port_nets.png
(3 px per µm)
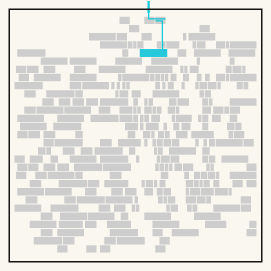
final_placement.png
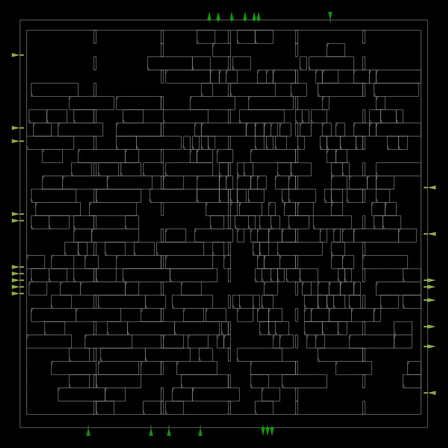
met2.png
(6 px per µm)
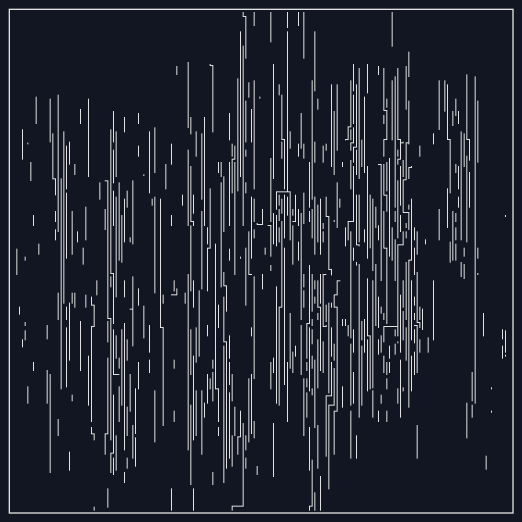
pins.png
(6 px per µm) Pins as bars across the die edge, other pins in gray.
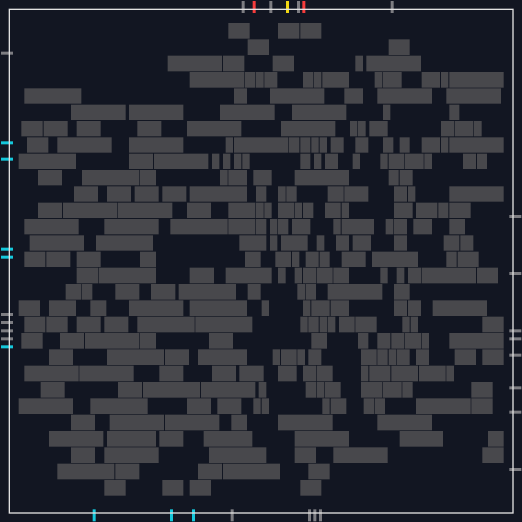
--- src/rtl/wash_phase_timer.sv ---
// ---------------------------------------------------------------------------
// wash_phase_timer
//
// Phase-duration timer for the washing-machine cycle controller. When the
// controller raises i_timer_enable, the duration of the selected phase is
// loaded and counted down in prescaled ticks. Expiry is reported on
// o_timer_done, which stays high until it is consumed on an edge with power.
// Counting is frozen while the lid is open (i_pause) or power is held off.
//
// Handshake: o_timer_done is a level. The controller consumes it at the
// first rising clk edge where o_timer_done=1 and i_power_on=1; o_timer_done
// falls at that same edge. The controller then presents the next
// i_phase_sel, and the timer reloads on the following edge.
//
// Ports
//   clk             clock
//   rst_n           asynchronous active-low reset (also restores durations)
//   i_timer_enable  controller is in a timed phase
//   i_phase_sel     active phase: 0 soak, 1 wash, 2 rinse, 3 spin
//   i_power_on      counting allowed; also gates consumption of done
//   i_pause         lid open, counting frozen
//   i_cfg_we        duration register write strobe
//   i_cfg_sel       duration register index
//   i_cfg_data      duration value in ticks
//   o_timer_done    phase expired, held until consumed
//   o_remaining     ticks left in the current phase
//   o_running       high while in RUN
//   o_cur_phase     phase captured at the last load
//   o_dbg_state     FSM state (0 IDLE, 1 RUN, 2 EXPIRED)
// ---------------------------------------------------------------------------
module wash_phase_timer #(
  parameter int CLK_PER_TICK = 1000,
  parameter int CNT_W        = 8,
  parameter int SOAK_T       = 20,
  parameter int WASH_T       = 30,
  parameter int RINSE_T      = 15,
  parameter int SPIN_T       = 10
) (
  input  logic             clk,
  input  logic             rst_n,
  input  logic             i_timer_enable,
  input  logic [1:0]       i_phase_sel,
  input  logic             i_power_on,
  input  logic             i_pause,
  input  logic             i_cfg_we,
  input  logic [1:0]       i_cfg_sel,
  input  logic [CNT_W-1:0] i_cfg_data,
  output logic             o_timer_done,
  output logic [CNT_W-1:0] o_remaining,
  output logic             o_running,
  output logic [1:0]       o_cur_phase,
  output logic [1:0]       o_dbg_state
);

  localparam int PRE_W = (CLK_PER_TICK > 1) ? $clog2(CLK_PER_TICK) : 1;
  localparam logic [PRE_W-1:0] PRE_MAX  = PRE_W'(CLK_PER_TICK - 1);
  localparam logic [PRE_W-1:0] PRE_ZERO = '0;
  localparam logic [CNT_W-1:0] CNT_ZERO = '0;
  localparam logic [CNT_W-1:0] CNT_ONE  = CNT_W'(1);

  typedef enum logic [1:0] {
    S_IDLE    = 2'd0,
    S_RUN     = 2'd1,
    S_EXPIRED = 2'd2
  } state_t;

  state_t           r_state;
  logic [PRE_W-1:0] r_pre;
  logic [CNT_W-1:0] r_remaining;
  logic [1:0]       r_cur_phase;
  logic             r_done;
  logic             r_running;
  logic [CNT_W-1:0] r_dur [4];

  state_t           w_next_state;
  logic [PRE_W-1:0] w_next_pre;
  logic [CNT_W-1:0] w_next_rem;
  logic [1:0]       w_next_phase;
  logic             w_next_done;
  logic             w_expire;
  logic             w_load;
  logic [CNT_W-1:0] w_load_dur;
  logic             w_phase_chg;
  logic             w_counting;
  logic             w_tick;

  assign w_load_dur  = r_dur[i_phase_sel];
  assign w_phase_chg = (i_phase_sel != r_cur_phase);
  // A phase change in RUN is a reload, so that cycle never counts.
  assign w_counting  = (r_state == S_RUN) && i_timer_enable && !w_phase_chg &&
                       i_power_on && !i_pause;
  assign w_tick      = w_counting && (r_pre == PRE_MAX);

  // Next-state and datapath
  always_comb begin
    w_next_state = r_state;
    w_next_pre   = r_pre;
    w_next_rem   = r_remaining;
    w_next_phase = r_cur_phase;
    w_expire     = 1'b0;
    w_load       = 1'b0;

    case (r_state)
      S_IDLE: begin
        if (i_timer_enable) w_load = 1'b1;
      end
      S_RUN: begin
        if (!i_timer_enable) begin
          w_next_state = S_IDLE;
          w_next_rem   = CNT_ZERO;
          w_next_pre   = PRE_ZERO;
        end else if (w_phase_chg) begin
          w_load = 1'b1;
        end else if (w_tick) begin
          w_next_pre = PRE_ZERO;
          // <= guards against underflow even though RUN always holds >= 1.
          if (r_remaining <= CNT_ONE) begin
            w_next_rem   = CNT_ZERO;
            w_expire     = 1'b1;
            w_next_state = S_EXPIRED;
          end else begin
            w_next_rem = r_remaining - CNT_ONE;
          end
        end else if (w_counting) begin
          w_next_pre = r_pre + 1'b1;
        end
      end
      S_EXPIRED: begin
        if (!i_timer_enable) begin
          w_next_state = S_IDLE;
        end else if (w_phase_chg) begin
          w_load = 1'b1;
        end
      end
      default: begin
        w_next_state = S_IDLE;
      end
    endcase

    if (w_load) begin
      w_next_rem   = w_load_dur;
      w_next_phase = i_phase_sel;
      w_next_pre   = PRE_ZERO;
      if (w_load_dur == CNT_ZERO) begin
        w_expire     = 1'b1;
        w_next_state = S_EXPIRED;
      end else begin
        w_next_state = S_RUN;
      end
    end
  end

  // Done is a sticky level: a fresh expiry wins over consumption.
  always_comb begin
    w_next_done = r_done;
    if (w_expire) begin
      w_next_done = 1'b1;
    end else if (r_done && i_power_on) begin
      w_next_done = 1'b0;
    end
  end

  always_ff @(posedge clk or negedge rst_n) begin
    if (!rst_n) begin
      r_state     <= S_IDLE;
      r_pre       <= PRE_ZERO;
      r_remaining <= CNT_ZERO;
      r_cur_phase <= 2'd0;
      r_done      <= 1'b0;
      r_running   <= 1'b0;
    end else begin
      r_state     <= w_next_state;
      r_pre       <= w_next_pre;
      r_remaining <= w_next_rem;
      r_cur_phase <= w_next_phase;
      r_done      <= w_next_done;
      r_running   <= (w_next_state == S_RUN);
    end
  end

  // Writes land after any same-edge load has read the old value.
  always_ff @(posedge clk or negedge rst_n) begin
    if (!rst_n) begin
      r_dur[0] <= CNT_W'(SOAK_T);
      r_dur[1] <= CNT_W'(WASH_T);
      r_dur[2] <= CNT_W'(RINSE_T);
      r_dur[3] <= CNT_W'(SPIN_T);
    end else if (i_cfg_we) begin
      r_dur[i_cfg_sel] <= i_cfg_data;
    end
  end

  assign o_timer_done = r_done;
  assign o_remaining  = r_remaining;
  assign o_running    = r_running;
  assign o_cur_phase  = r_cur_phase;
  assign o_dbg_state  = r_state;

endmodule

--- config.mk ---
export PLATFORM = sky130hd
export DESIGN_NAME = wash_phase_timer
export DESIGN_NICKNAME = d
export VERILOG_FILES = /design/src/rtl/wash_phase_timer.sv
export SDC_FILE = /design/constraint.sdc
export NUM_CORES = 1
export LEC_CHECK = 0
export CAP_MARGIN = 25
export CORE_MARGIN = 1
export CORE_UTILIZATION = 45
export CTS_BUF_LIST = sky130_fd_sc_hd__clkbuf_4
export DETAILED_ROUTE_END_ITERATION = 6
export GPL_ROUTABILITY_DRIVEN = 0
export GPL_TIMING_DRIVEN = 0
export PLACE_DENSITY = 0.65
export SLEW_MARGIN = 30
export SYNTH_ARGS = -nofsm -noshare
export SYNTH_HDL_FRONTEND = slang
export SYNTH_SLANG_ARGS = --single-unit
--- constraint.sdc ---
create_clock -name clk -period 3.1 [get_ports clk]
set_clock_uncertainty 0.15 [all_clocks]
set_input_delay 0.62 -clock clk [delete_from_list [all_inputs] [get_ports clk]]
set_output_delay 0.62 -clock clk [all_outputs]
set_load 0.01 [all_outputs]
==> results.txt <==
first-pass GRT wire length = 10450 µm
Synthesized Nets = 284
ys async rst share = 1.000
Hold Crit Start = i_phase_sel[0]
Yosys top cell area share = 0.3665
logic gate share of total power = 0.411
Sequential Power = 1.05 mW
Data buffer area share = 0.1041
Logic inverters = 10
Buffers excl. clock = 38
dpl cell area = 3413 µm²
Worst Hold End = o_cur_phase[0]$_DFFE_PN0P_
Setup CP Type = primary input to flip-flop
Power Total = 2.340 mW
hold path cells = 3
CTS tree = done
post-synthesis mux area share = 0.1928
Clk network pwr share = 0.141
final core utilization = 0.5457
Internal Power = 1.463 mW
Max FO, Critical Path = 10
CP max stage cell = clkdlybuf4s50_1
unrepaired setup endpoints after global routing = false
drt via density = 5.747
Initial Utilization = 0.4704
root buf cell = clkbuf_4
Reg2Reg Setup Slack = 0.62 ns
FF-to-FF path depth = 7
Synth Seq Share = 0.4715
and+or+nand+nor area frac = 0.1816
endpoints failing hold = 0
Reg power frac = 0.447
WL per Instance = 16.77 µm
status = finished, final reports clean
setup slack after placement = 0.1396 ns
Yosys cell types = 49
cells in synth_stat.txt = 259
met3 Use GR = 0.02671
vias in the first global route = 2146
largest net degree at the start of global routing = 40
Cell Count Post-Placement = 366
Hold WC Path Type = primary input to flip-flop
ClkCell Share = 0.01759
Pre-Repair DR Iteration Count = 4
Post-Syn Area = 3004 µm²
antenna cells = 0
DR iter-0 viols = 126
cell type with the largest total area = dfrtp_1
Notes on port_nets.png above:
Cyan stands for `o_timer_done`, bits 1, direction output, edge north, end cells 1, buffers 1, wire 21.8 µm.
port bufs: 29
Ports: 32

Notes on final_placement.png above:
total core area: 6386 µm²
seq_cells: 56
Seq area share: 0.4065

Notes on met2.png above:
The wires run mostly vertical. The layer holds 50% of the routed length. The layer carries 3120 µm of wire.
drt total wl: 6290 µm
Vias: 2155
met2 Track Usage GR: 0.3163

Notes on pins.png above:
Red stands for `o_cur_phase`, pins 2, direction output, edge north. Yellow stands for `o_timer_done`, pins 1, direction output, edge north. Cyan stands for `i_cfg_data`, pins 8, direction input, edge 5 west, 3 south.
Die Width: 83.71 µm
Die H: 83.71 µm

No activity file was given, so power comes from the tool's default toggle rates.
